===== config.mk =====
export PLATFORM = sky130hd
export DESIGN_NAME = reg_bus_arbiter
export DESIGN_NICKNAME = d
export VERILOG_FILES = /design/src/rtl/reg_bus_arbiter.sv
export SDC_FILE = /design/constraint.sdc
export NUM_CORES = 1
export LEC_CHECK = 0
export CAP_MARGIN = 25
export CORE_MARGIN = 3
export CORE_UTILIZATION = 34
export DETAILED_ROUTE_END_ITERATION = 16
export PLACE_DENSITY = 0.81
export SYNTH_ARGS = -nofsm -noshare
export SYNTH_HDL_FRONTEND = slang
export SYNTH_SLANG_ARGS = --single-unit

===== constraint.sdc =====
create_clock -name sys_clk -period 1.7 [get_ports sys_clk]
set_input_delay 0.34 -clock sys_clk [delete_from_list [all_inputs] [get_ports sys_clk]]
set_output_delay 0.34 -clock sys_clk [all_outputs]
set_load 0.1 [all_outputs]

===== src/rtl/reg_bus_arbiter.sv =====
// Round-robin arbiter sharing the config register file between SPI (S) and fabric (L) requesters.
// Optional L-side write protection above PROT_BASE: define REG_WRITE_PROTECT_EN.
module reg_bus_arbiter #(
  parameter int                 ADDR_W    = 6,
  parameter int                 DATA_W    = 16,
  parameter logic [ADDR_W-1:0]  PROT_BASE = 6'h30
) (
  input  logic              sys_clk,
  input  logic              sys_rst,
  input  logic              s_valid,
  output logic              s_ready,
  input  logic              s_we,
  input  logic [ADDR_W-1:0] s_addr,
  input  logic [DATA_W-1:0] s_wdata,
  output logic              s_rsp_valid,
  output logic [DATA_W-1:0] s_rsp_data,
  output logic              s_rsp_err,
  input  logic              l_valid,
  output logic              l_ready,
  input  logic              l_we,
  input  logic [ADDR_W-1:0] l_addr,
  input  logic [DATA_W-1:0] l_wdata,
  output logic              l_rsp_valid,
  output logic [DATA_W-1:0] l_rsp_data,
  output logic              l_rsp_err,
  output logic              reg_we,
  output logic [ADDR_W-1:0] reg_addr,
  output logic [DATA_W-1:0] reg_wdata,
  input  logic [DATA_W-1:0] reg_rdata
);

`ifdef REG_WRITE_PROTECT_EN
  localparam bit PROT_EN = 1'b1;
`else
  localparam bit PROT_EN = 1'b0;
`endif

  typedef enum logic [1:0] {IDLE, ACCESS, RESP} state_t;

  state_t              state_q, state_d;
  logic                last_grant_q, last_grant_d;  // 0 = S, 1 = L
  logic                owner_q, owner_d;
  logic                we_q, we_d;
  logic                prot_q, prot_d;
  logic                rsp_valid_q, rsp_valid_d;
  logic                reg_we_q, reg_we_d;
  logic [ADDR_W-1:0]   reg_addr_q, reg_addr_d;
  logic [DATA_W-1:0]   reg_wdata_q, reg_wdata_d;
  logic                grant_s, grant_l, s_hs, l_hs;
  logic [DATA_W-1:0]   rsp_data;

  always_comb begin
    grant_s = s_valid && (!l_valid || last_grant_q);
    grant_l = l_valid && (!s_valid || !last_grant_q);
    s_ready = (state_q == IDLE) && !sys_rst && grant_s;
    l_ready = (state_q == IDLE) && !sys_rst && grant_l;
    s_hs    = s_ready;
    l_hs    = l_ready;

    state_d      = state_q;
    last_grant_d = last_grant_q;
    owner_d      = owner_q;
    we_d         = we_q;
    prot_d       = prot_q;
    rsp_valid_d  = 1'b0;
    reg_we_d     = 1'b0;
    reg_addr_d   = reg_addr_q;
    reg_wdata_d  = reg_wdata_q;

    case (state_q)
      IDLE: begin
        if (s_hs || l_hs) begin
          owner_d      = l_hs;
          last_grant_d = l_hs;
          we_d         = l_hs ? l_we    : s_we;
          reg_addr_d   = l_hs ? l_addr  : s_addr;
          reg_wdata_d  = l_hs ? l_wdata : s_wdata;
          // protection only ever blocks fabric writes; SPI keeps full access
          prot_d       = PROT_EN && l_hs && l_we && (l_addr >= PROT_BASE);
          reg_we_d     = we_d && !prot_d;
          state_d      = ACCESS;
        end
      end
      ACCESS: begin
        rsp_valid_d = 1'b1;
        state_d     = RESP;
      end
      default: state_d = IDLE;
    endcase
  end

  always_ff @(posedge sys_clk) begin
    if (sys_rst) begin
      state_q      <= IDLE;
      last_grant_q <= 1'b1;
      owner_q      <= 1'b0;
      we_q         <= 1'b0;
      prot_q       <= 1'b0;
      rsp_valid_q  <= 1'b0;
      reg_we_q     <= 1'b0;
      reg_addr_q   <= '0;
      reg_wdata_q  <= '0;
    end else begin
      state_q      <= state_d;
      last_grant_q <= last_grant_d;
      owner_q      <= owner_d;
      we_q         <= we_d;
      prot_q       <= prot_d;
      rsp_valid_q  <= rsp_valid_d;
      reg_we_q     <= reg_we_d;
      reg_addr_q   <= reg_addr_d;
      reg_wdata_q  <= reg_wdata_d;
    end
  end

  // read data arrives from the register file during RESP, so it is muxed in rather than flopped
  always_comb begin
    rsp_data = '0;
    if (rsp_valid_q) begin
      if (!we_q)       rsp_data = reg_rdata;
      else if (!prot_q) rsp_data = reg_wdata_q;
    end
  end

  assign reg_we      = reg_we_q;
  assign reg_addr    = reg_addr_q;
  assign reg_wdata   = reg_wdata_q;
  assign s_rsp_valid = rsp_valid_q && !owner_q && !sys_rst;
  assign l_rsp_valid = rsp_valid_q &&  owner_q && !sys_rst;
  assign s_rsp_data  = s_rsp_valid ? rsp_data : '0;
  assign l_rsp_data  = l_rsp_valid ? rsp_data : '0;
  assign s_rsp_err   = s_rsp_valid && prot_q;
  assign l_rsp_err   = l_rsp_valid && prot_q;

endmodule


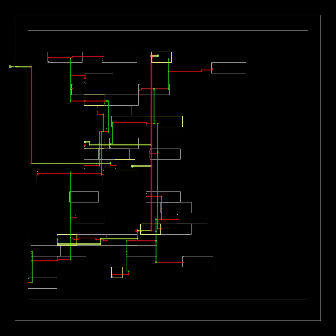
Run 1: the clock network
clock latency at the later pin of the worst-skew pair: 300 ps
power in the clock group: 717 µW
flop count: 29
TritonCTS sink count: 29
clock buffer count: 7

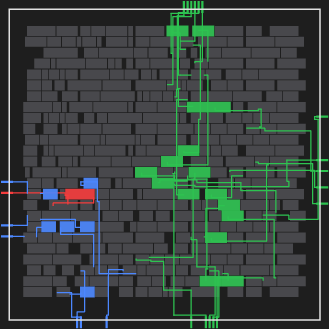
Run 1: wires at chosen ports, followed through buffers
Drawn at 4 px/µm.
[green] reg_rdata | bits: 16 | direction: input | end cells: 16 | buffers: 16 | wire: 765 µm
[blue] l_addr | bits: 6 | direction: input | end cells: 6 | buffers: 6 | wire: 137 µm
[red] reg_we | bits: 1 | direction: output | end cells: 1 | buffers: 1 | wire: 29.1 µm
Port Buf Inserts: 124
ports placed on the boundary: 127

==> results.rst, run 1 <==
Metrics
=======

.. list-table::
   :header-rows: 1

   * - Metric
     - Value
   * - Origin of the worst setup path
     - we_q
   * - Element type at the critical path end
     - primary output
   * - Maximum ir drop on the vdd rail
     - between 800 and 900 µV
   * - Most common cell after layout, fill and taps aside
     - buf_12
   * - Total of max-cap violations
     - 0
   * - Fraction of post-synthesis cell area in the top cell type by area
     - 0.336
   * - Initial drt markers
     - 150
   * - Fin worst setup slack
     - -155 ps
   * - Main flop type
     - dfxtp_1
   * - Synthesized area divided by synthesized cell count
     - 8.69 µm²
   * - Slowest stage cell on the critical path
     - dfxtp_4
   * - Synth warn
     - 0
   * - Final setup skew
     - 7.12 ps
   * - GP Congestion
     - ~0.86
   * - Number of placed instances, taps included
     - between 300 and 400
   * - Average via count per standard cell
     - 5.58
   * - Cell taking the most area after synthesis
     - dfxtp_1
   * - Length of the first detailed-routing pass in iterations
     - 4
   * - Fill count
     - 154
   * - Cells traversed along the worst timing path
     - clkbuf_16, mux2_4, nand2_4, nor2_4, buf_12
   * - Finished layout cell area
     - between 0.004 and 0.005 mm²
   * - Yosys Chip Area
     - 0.00173 mm²
   * - Worst hold slack
     - about 490 ps
   * - Power per Cell Area
     - roughly 670 mW/mm²
   * - Worst slack after detailed placement
     - -251 ps
   * - Achievable frequency
     - 539 MHz
   * - Floorplan row count
     - 25
   * - Final setup viols
     - 33
   * - Total power
     - 2.98 mW
   * - # Cells Yosys
     - approximately 200
   * - Via count of the first global-routing pass
     - 2,352
   * - CTS root buf
     - clkbuf_8
   * - Average detailed-routed wire length per instance
     - between 20 and 25 µm
   * - Clock tree from TritonCTS
     - built
   * - Final Hold Violation Tally
     - 0
   * - Top cells by area, synth
     - dfxtp_1, mux2_2, mux2i_1
   * - Wire length of the first global-routing pass
     - about 13,000 µm
   * - Flip-flop and latch count after synthesis
     - 29
   * - Final Max Tran Viols
     - 0
   * - Post-synthesis cell area
     - ~0.0017 mm²
   * - Number of nets still failing antenna checks after routing
     - 0
   * - Die width
     - 77.3 µm
   * - Nets
     - 404
   * - H-tree depth reported by CTS
     - 2
   * - Crit share post-route
     - 1.09
   * - Worst stage delay on the critical path
     - about 420 ps
   * - Data arrival time of the critical path
     - between 1500 and 2000 ps
   * - Count of non-filler cells in the finished layout
     - around 410
   * - Total global routing track utilization
     - 0.287
   * - Failing checks
     - negative setup slack
   * - Status
     - finished, violations left
   * - Async SR Flop Fraction
     - 0
   * - Largest net degree at the start of global routing
     - 17
   * - Element type at the critical path start
     - flip-flop
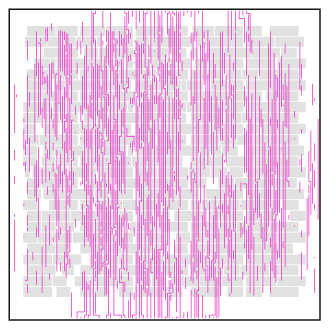
Run 1: the metal 2 layer
Drawn at 4 px/µm. Cells faint in the background.
main direction: vertical
wire length on this layer: 5,170 µm
GRT met2 Usage: 0.551
detailed-route wire length: 9820 µm
Vias: 2,266

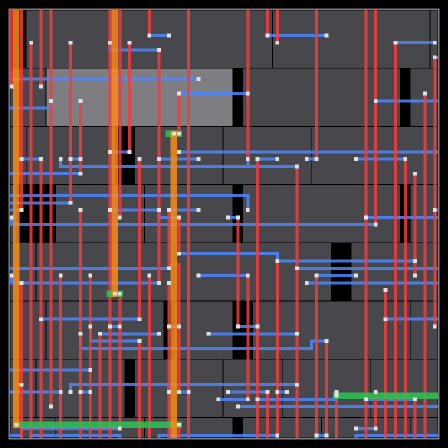
Run 1: a small window of the routed layout
Window x 48 to 68, y 48 to 68 µm. Cells in gray, sequential cells in the stronger gray; small squares are vias.
[red] metal 2
[orange] metal 4
[green] metal 3
[blue] metal 1
netlist names of flops here include: reg_wdata (1)
sequential cells in the window: 1
most frequent: nor2_4 (8), buf_12 (6), nand2_4 (2)
cells with their middle in the window: 22

[run 1: metal layers]
layer,share of wire,vias to the layer above,GRT usage
met3,0.074,35,0.0469
met1,0.36,1100,0.308
met5,0,-,0
li1,-,971,-
met2,0.53,160,0.551
met4,0.039,0,0.110
[run 1: where the power goes]
part	total (mW)	switching, mW	internal, mW
registers	0.859	0.107	0.751
clock network	0.717	0.300	0.417
logic	1.41	0.809	0.598
total	2.98	1.22	1.77
[run 1: synth_stat cells (2+ instances only)]
| cell type | n |
|---|---|
| a311oi_2 | 9 |
| inv_1 | 2 |
| o2bb2ai_1 | 14 |
| a21oi_1 | 9 |
| mux2_2 | 16 |
| nor3b_1 | 2 |
| buf_4 | 8 |
| mux2i_1 | 14 |
| dfxtp_1 | 29 |
| nand2_1 | 35 |
| nor2_1 | 35 |
| buf_2 | 7 |
[run 1: repair_timing]
action                     CTS  global route
pin swaps                   14            22
cloned                       2             1
hold buffers                 0             0
gates resized               49            10
setup buffers                4             3
setup endpoints to repair   36            44
[run 1: final timing paths]
| kind | endpoint | slack, ps | cells after the start |
|---|---|---|---|
| max reg2reg | reg_wdata[4] | 170 | 6 |
| min reg2reg | reg_wdata[12] | 510 | 1 |
| max | l_rsp_data[4] | -150 | 5 |
| min | last_grant_q | 490 | 3 |
[run 1: state kept, by name, indices dropped and copies added, names as in the netlist]
name          count
reg_wdata        16
reg_addr          6
state_q           2
last_grant_q      1
owner_q           1
reg_we            1
rsp_valid_q       1
we_q              1
[run 1: cells by family (layout without fill, tap and decap cells)]
kind of cell    Yosys count  count (layout)  synth area share
flops                    29              29             0.336
simple gates             81              81             0.203
buf+inv                  21             160            0.0738
other cells               1               2           0.00217
mux                      30              30             0.185
compound gates           37              37             0.200
[run 1: final cells by class]
class	count	area, µm²	share of cell area
clock buffers	7	108	0.0240
repair buffers	148	2150	0.480
well taps	67	83.8	0.0187
flip-flops and latches	29	627	0.140
inverters	4	25.0	0.00559
clock inverters	1	7.51	0.00168
multi-input cells	150	1480	0.330
[run 1: critical path: cells and delay by family (launching register included)]
kind | cells | cell delay [ps]
buf+inv | 2 | 330
flops | 1 | 420
mux | 1 | 320
simple gates | 2 | 140
Run 1, signal wires by layer:
Drawn at 8 px/µm. Only two layers are drawn.
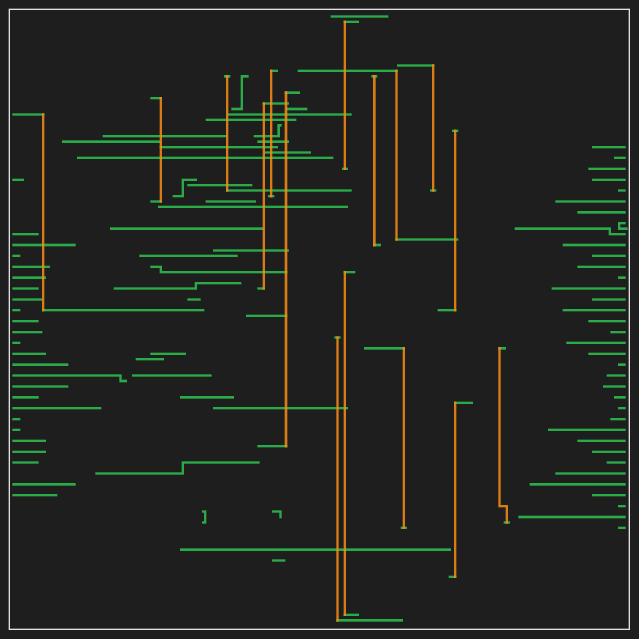

## Run 2: what changed since run 1
--- a/config.mk
+++ b/config.mk
@@ -8,6 +8,7 @@
 export CAP_MARGIN = 25
 export CORE_MARGIN = 3
 export CORE_UTILIZATION = 34
+export CTS_CLUSTER_DIAMETER = 150
 export DETAILED_ROUTE_END_ITERATION = 16
 export PLACE_DENSITY = 0.81
 export SYNTH_ARGS = -nofsm -noshare
==> constraint.sdc (replaced) <==
create_clock -name sys_clk -period 2.1 [get_ports sys_clk]
set_input_delay 0.42 -clock sys_clk [delete_from_list [all_inputs] [get_ports sys_clk]]
set_output_delay 0.42 -clock sys_clk [all_outputs]
set_load 0.1 [all_outputs]
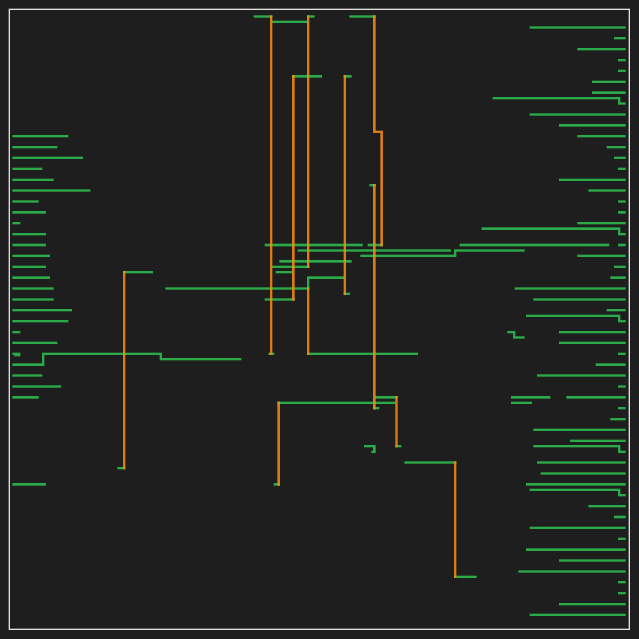
Run 2: signal wires by layer
Drawn at 8 px/µm. Only two layers are drawn.
[green] metal 3 | wire length: 678 µm
[orange] metal 4 | wire length: 249 µm
total global routing track utilization: 0.259
Vias: 2,138

==> run 2 against run 1 <==
The flow now finishes without violations. Worst setup slack improved by 210 ps. Core utilization decreased by 13 points. Synthesized cell count is the same. Combinational power shrank 35%. Wire length shrank 20%. First-iteration DRC count down 34%. Hold slack lost 19 ps. Sequential share of layout area grew 1.6 points. Flip-flop count unchanged. Largest power group unchanged.
==> results.rst, run 2 <==
Metrics
=======

.. list-table::
   :header-rows: 1

   * - Metric
     - Value
   * - Status
     - complete, no violations
   * - Wire length of the first global-routing pass
     - 12,100 µm (-8.5%)
   * - Final total negative setup slack
     - 0 ps
   * - Largest net degree at the start of global routing
     - 16 (-1)
   * - Average via count per standard cell
     - 5.31 (-4.9%)
   * - Cell family with most CP delay
     - flip-flops
   * - Final core utilization
     - 0.804
   * - Kind of critical path
     - flip-flop to primary output
   * - Final critical delay including setup and external delays
     - around 2000 ps
   * - Average detailed-routed wire length per instance
     - 19.4 µm (-20%)
   * - Final setup skew
     - 14.7 ps (+7.55 ps)
   * - Total of max-cap violations
     - 0 (unchanged)
   * - Post-synthesis cell area
     - 0.00173 mm² (unchanged)
   * - Length of the first detailed-routing pass in iterations
     - 5 (+1)
   * - Clock slew at reported path FFs
     - 80 ps
   * - Flip-flop and latch count after synthesis
     - 29 (unchanged)
   * - Power per Cell Area
     - 528 mW/mm² (-21%)
   * - Cell mode on critical path
     - buf_12
   * - Initial drt markers
     - 99 (-34%)
   * - Synthesized area divided by synthesized cell count
     - 8.69 µm² (unchanged)
   * - Maximum ir drop on the vdd rail
     - 355 µV (-56%)
   * - Area Growth Syn to Fin
     - 124%
   * - Element type at the critical path start
     - flip-flop
   * - Clock latency at the later pin of the worst-skew pair
     - 290 ps (about the same)
   * - Worst stage delay on the critical path
     - 380 ps (-40 ps)
   * - RSZ-0062 raised after global routing
     - no
   * - Number of buffers added by the clock tree synthesis step
     - 5
   * - Number of antenna diodes
     - 0
   * - Largest buffer count on any clock path
     - 2
   * - Min-delay worst type
     - flip-flop to flip-flop
   * - Cells traversed along the worst timing path
     - buf_12, mux2_2, nand2_1, nor2_4, buf_12
   * - Aoi/oai-family share of the synthesized area
     - 0.200 (unchanged)
   * - EDFF count, synth
     - 0
   * - Floorplan row count
     - 25 (unchanged)
   * - Fraction of post-synthesis cell area in the top cell type by area
     - 0.336 (unchanged)
   * - Area share of xor/xnor cells in the synthesized design
     - 0 (unchanged)
   * - Final Hold Violation Tally
     - 0 (unchanged)
   * - Data arrival time of the critical path
     - 1630 ps (+120 ps)
   * - Synth warn
     - 0 (unchanged)
   * - Fraction of the mapped netlist area in adder cells
     - 0 (unchanged)
   * - Via count of the first global-routing pass
     - 2,284 (-2.9%)
   * - Nets
     - 401 (-0.74%)
   * - Clock tree from TritonCTS
     - built
   * - Basic-gate share of the synthesized area counting and, or, nand and nor cells
     - 0.203 (unchanged)
   * - Initial core utilization
     - 0.359
   * - # Cells Yosys
     - 199 (unchanged)
   * - Final Max Tran Viols
     - 0 (unchanged)
   * - Yosys Chip Area
     - 0.00173 mm² (unchanged)
   * - Port Buf Inserts
     - 124 (unchanged)
   * - Most frequent cells after synthesis
     - nand2_1, nor2_1, dfxtp_1, mux2_2
   * - Crit path required time
     - 1680 ps
   * - Top fanout value on the critical path
     - 15
   * - Cell leakage power
     - 1.44 nW
   * - Count of non-filler cells in the finished layout
     - 403 (-0.74%)
   * - TritonCTS sink count
     - 29 (unchanged)
   * - Height of the die
     - around 77 µm
   * - Number of nets still failing antenna checks after routing
     - 0 (unchanged)
   * - Residual overflow from global routing
     - 0
   * - Main flop type
     - dfxtp_1
   * - Ports placed on the boundary
     - 127 (unchanged)
   * - Buffer-and-inverter tally for the worst setup path
     - 2 (unchanged)
   * - Cell taking the most area after synthesis
     - dfxtp_1
   * - H-tree depth reported by CTS
     - 2 (unchanged)
   * - Die width
     - 77.3 µm (unchanged)
   * - Number of unique standard cell types used by synthesis
     - 31
   * - Achievable frequency
     - 489 MHz
   * - Element type at the critical path end
     - primary output
   * - Logic family by area
     - simple AND/OR/NAND/NOR gates
   * - Fill count
     - 284 (+84%)
   * - Slowest stage cell on the critical path
     - dfxtp_2
   * - CTS root buf
     - clkbuf_8
   * - Portion of the post-synthesis area used by sequential elements
     - 0.336
   * - Origin of the worst setup path
     - we_q
   * - Total power
     - 2.04 mW (-31%)
   * - Most instantiated logic cells after routing
     - clkdlybuf4s50_1, buf_12, nand2_1, buf_4, nor2_4
   * - Crit share post-route
     - 0.974
   * - GP Congestion
     - 0.821 (-4.4%)
   * - Most common cell after layout, fill and taps aside
     - clkdlybuf4s50_1
   * - Largest register FFs
     - 16 (unchanged)
   * - Multiplexer share
     - 0.185 (unchanged)
   * - Final setup viols
     - 0 (-100%)
   * - Top cells by area, synth
     - dfxtp_1, mux2_2, mux2i_1
   * - Detailed-route wire length
     - 7810 µm (-20%)
   * - Async SR Flop Fraction
     - 0 (unchanged)
   * - Number of placed instances, taps included
     - 393 (+1.3%)
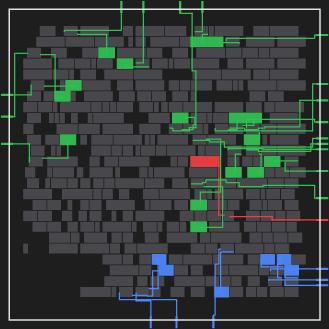
Run 2: wires at chosen ports, followed through buffers
Drawn at 4 px/µm.
[red] reg_we | bits: 1 | direction: output | end cells: 1 | buffers: 1 | wire: 36.7 µm
[blue] l_addr | bits: 6 | direction: input | end cells: 6 | buffers: 6 | wire: 143 µm
[green] reg_rdata | bits: 16 | direction: input | end cells: 16 | buffers: 16 | wire: 503 µm

-- run 2: cell counts after synthesis --
Identical to the previous run, type by type.
-- run 2: worst register-to-register path, cell delays in order (launching register included) --
cell       delay [ps]
dfxtp_1           370
nor3_4            250
buf_4             210
nand2_4            70
buf_4             210
o2bb2ai_1         210
-- run 2: layout make-up --
type	instances	area, µm²	area share
Clock inverter	3	22.5	0.00582
Sequential cell	29	603	0.156
Tap cell	67	83.8	0.0216
Multi-Input combinational cell	150	1270	0.328
Inverter	4	37.5	0.00969
Clock buffer	5	68.8	0.0178
Timing Repair Buffer	145	1790	0.461
-- run 2: layer usage --
metal / up-vias / track usage / part of all wire
met3: 22 / 0.0892 / 0.087
li1: 971 / - / -
met5: - / 0 / 0
met2: 129 / 0.468 / 0.53
met4: 0 / 0.0925 / 0.032
met1: 1016 / 0.277 / 0.36
-- run 2: stage by stage --
stage | area (µm²) | hold WS [ps] | worst slack, ps
final | 3870 | 468 | 53.8
after CTS | 3930 | 472 | 3.79
after global placement | 3740 | 447 | -70.9
after global routing | 3870 | 481 | 8.38
after detailed placement | 3740 | 455 | -87.9
after floorplan | 2030 | 480 | -139
-- run 2: power breakdown --
part           internal (mW)  switching (mW)  total, mW
combinational          0.324           0.591      0.915
clock                  0.232           0.237      0.469
sequential             0.610          0.0496      0.660
total                   1.17           0.877       2.04
-- run 2: timing repair --
item	in CTS	in global routing
setup buffers	2	0
pin swaps	1	3
hold endpoints to repair	0	0
gates cloned	2	0
resized	4	3
hold buffers	0	0
endpoints found under the setup margin	17	30
-- run 2: path summary, 6_finish.rpt --
path                                 endpoint  slack, ps  cells past startpoint
worst max-delay path            l_rsp_data[7]         50                      5
worst min-delay path              reg_addr[3]        470                      1
worst max register to register   reg_wdata[0]        700                      5
worst min register to register    reg_addr[3]        470                      1
-- run 2: cell families after synthesis --
logic type | after synthesis
simple gates | 81
buf+inv | 21
flops | 29
mux | 30
compound gates | 37
other cells | 1
## Run 3: what changed since run 2
--- a/config.mk
+++ b/config.mk
@@ -5,6 +5,7 @@
 export SDC_FILE = /design/constraint.sdc
 export NUM_CORES = 1
 export LEC_CHECK = 0
+export ABC_CLOCK_PERIOD_IN_PS = 2100
 export CAP_MARGIN = 25
 export CORE_MARGIN = 3
 export CORE_UTILIZATION = 34
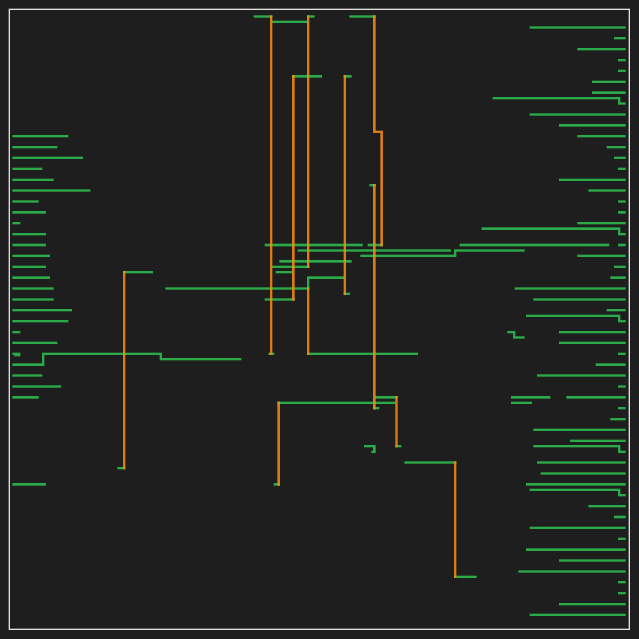
Run 3: signal wires by layer
Drawn at 8 px/µm. Only two layers are drawn.
[green] metal 3 | wire length: 678 µm
[orange] metal 4 | wire length: 249 µm
detailed-route wire length: 7810 µm
average detailed-routed wire length per instance: 19.4 µm

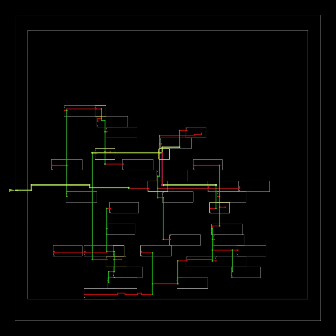
Run 3: the clock network
power in the clock group: 469 µW
clock latency at the later pin of the worst-skew pair: 290 ps
number of buffers added by the clock tree synthesis step: 5
clock buffer count: 5
final setup skew: 14.7 ps

==> run 3 against run 2 <==
Sequential share of layout area is the same. First-iteration DRC count is the same. Non-clock buffer count is the same. Die area is the same. Fmax is the same. Via count is the same. Count of clock-buffer cells in the layout is the same. Synthesized area is the same. Hold slack is the same. Synthesized cell count is the same.
==> results.rst, run 3 <==
Metrics
=======

.. list-table::
   :header-rows: 1

   * - Metric
     - Value
   * - Number of unique standard cell types used by synthesis
     - 31 (unchanged)
   * - Crit share post-route
     - 0.974 (unchanged)
   * - Total global routing track utilization
     - 0.259 (unchanged)
   * - Via count of the first global-routing pass
     - 2,284 (unchanged)
   * - Origin of the worst setup path
     - we_q
   * - Die width
     - 77.3 µm (unchanged)
   * - Final setup viols
     - 0 (unchanged)
   * - Count of cells along the worst hold path
     - 1 (unchanged)
   * - Endpoint of the most critical register-to-register path
     - reg_wdata[0]
   * - Maximum ir drop on the vdd rail
     - 355 µV (unchanged)
   * - Logic family by area
     - simple AND/OR/NAND/NOR gates
   * - Residual overflow from global routing
     - 0 (unchanged)
   * - Initial drt markers
     - 99 (unchanged)
   * - Finished layout cell area
     - 0.00387 mm² (unchanged)
   * - Fraction of the mapped netlist area in adder cells
     - 0 (unchanged)
   * - Total of max-cap violations
     - 0 (unchanged)
   * - Cell taking the most area after synthesis
     - dfxtp_1
   * - Portion of the post-synthesis area used by sequential elements
     - 0.336 (unchanged)
   * - Floorplan row count
     - 25 (unchanged)
   * - Ports placed on the boundary
     - 127 (unchanged)
   * - Data arrival time of the critical path
     - 1630 ps (about the same)
   * - Number of buffers inserted for hold repair after clock tree synthesis
     - 0 (unchanged)
   * - Multiplexer share
     - 0.185 (unchanged)
   * - Area Growth Syn to Fin
     - 124% (unchanged)
   * - Element type at the critical path start
     - flip-flop
   * - Clock tree from TritonCTS
     - built
   * - Height of the die
     - 77.3 µm (unchanged)
   * - Largest net degree at the start of global routing
     - 16 (unchanged)
   * - Number of placed instances, taps included
     - 393 (unchanged)
   * - Nets
     - 401 (unchanged)
   * - Largest buffer count on any clock path
     - 2 (unchanged)
   * - Final core utilization
     - 0.804 (unchanged)
   * - Final total negative setup slack
     - 0 ps (unchanged)
   * - Number of antenna diodes
     - 0 (unchanged)
   * - Final Hold Violation Tally
     - 0 (unchanged)
   * - Top fanout value on the critical path
     - 15 (unchanged)
   * - Most frequent cells after synthesis
     - nand2_1, nor2_1, dfxtp_1, mux2_2
   * - Flip-flop and latch count after synthesis
     - 29 (unchanged)
   * - Initial core utilization
     - 0.359 (unchanged)
   * - Reg2Reg Depth
     - 5 (unchanged)
   * - Wire length of the first global-routing pass
     - 12,100 µm (unchanged)
   * - Main flop type
     - dfxtp_1
   * - Cell leakage power
     - 1.44 nW (unchanged)
   * - Endpoint of the most critical setup path
     - l_rsp_data[7]
   * - Minimum setup slack among reg-to-reg paths
     - 700 ps (about the same)
   * - Average via count per standard cell
     - 5.31 (unchanged)
   * - Worst hold slack
     - 468 ps (unchanged)
   * - Post-synthesis cell area
     - 0.00173 mm² (unchanged)
   * - Cell area after placement
     - 0.00374 mm² (unchanged)
   * - Basic-gate share of the synthesized area counting and, or, nand and nor cells
     - 0.203 (unchanged)
   * - Area share of xor/xnor cells in the synthesized design
     - 0 (unchanged)
   * - Status
     - complete, no violations
   * - Synthesized area divided by synthesized cell count
     - 8.69 µm² (unchanged)
   * - Count of non-filler cells in the finished layout
     - 403 (unchanged)
   * - Vias
     - 2,138 (unchanged)
   * - Aoi/oai-family share of the synthesized area
     - 0.200 (unchanged)
   * - Most instantiated logic cells after routing
     - clkdlybuf4s50_1, buf_12, nand2_1, buf_4, nor2_4
   * - Final Max Tran Viols
     - 0 (unchanged)
   * - Top cells by area, synth
     - dfxtp_1, mux2_2, mux2i_1
   * - GP Congestion
     - 0.821 (unchanged)
   * - Async SR Flop Fraction
     - 0 (unchanged)
   * - Most common cell after layout, fill and taps aside
     - clkdlybuf4s50_1
   * - EDFF count, synth
     - 0 (unchanged)
   * - Synth warn
     - 0 (unchanged)
   * - Power per Cell Area
     - 528 mW/mm² (unchanged)
   * - Number of nets still failing antenna checks after routing
     - 0 (unchanged)
==> run 3: cell counts in the layout (fill, tap and decap cells not counted) <==
Identical to the previous run, type by type.
==> run 3: per-stage QoR <==
step	worst slack [ps]	total power, mW
2_1_floorplan	-139	1.26
3_3_place_gp	-70.9	1.54
3_5_place_dp	-87.9	1.56
4_1_cts	3.79	2.04
5_1_grt	8.38	2.12
6_report	53.8	2.04
==> run 3: layer usage <==
layer | up-vias | routed length (µm) | global-route usage
met4 | 0 | 249 | 0.0925
li1 | 971 | - | -
met5 | - | 0 | 0
met2 | 129 | 4100 | 0.468
met3 | 22 | 677 | 0.0892
met1 | 1016 | 2780 | 0.277
==> run 3: worst min-delay path by stage <==
stage	startpoint	to
detailed placement	reg_addr[0]	reg_addr[0]
finish	reg_addr[3]	reg_addr[3]
floorplan	sys_rst	reg_wdata[1]
CTS	reg_addr[4]	reg_addr[4]
global route	reg_addr[3]	reg_addr[3]
global placement	reg_addr[0]	reg_addr[0]
==> run 3: kinds of logic after synthesis <==
kind of cell / Yosys count
muxes: 30
and+or+nand+nor: 81
AOI/OAI and AO/OA: 37
buffers and inverters: 21
other: 1
DFF: 29
==> run 3: power by group <==
part | switching [mW] | total (mW) | internal, mW
Clock | 0.237 | 0.469 | 0.232
Sequential | 0.0496 | 0.660 | 0.610
Combinational | 0.591 | 0.915 | 0.324
==> run 3: area by class of cell <==
cell class / instances / area [µm²]
inverters: 4 / 37.5
repair buffers: 145 / 1790
multi-input cells: 150 / 1270
well taps: 67 / 83.8
fillers: 284 / 945
clock inverters: 3 / 22.5
flip-flops and latches: 29 / 603
clock buffers: 5 / 68.8
==> run 3: what timing repair did <==
| action | 4_1_cts | 5_1_grt |
|---|---|---|
| resized | 4 | 3 |
| buffers inserted | 2 | 0 |
| cloned | 2 | 0 |
| pin swaps | 1 | 3 |
| setup endpoints to repair | 17 | 30 |
==> run 3: worst max-delay path, stage by stage, from the launching register on <==
cell,delay [ps]
dfxtp_2,380
buf_12,170
mux2_2,350
nand2_1,200
nor2_4,60
buf_12,170
No activity file was given, so power comes from the tool's default toggle rates.
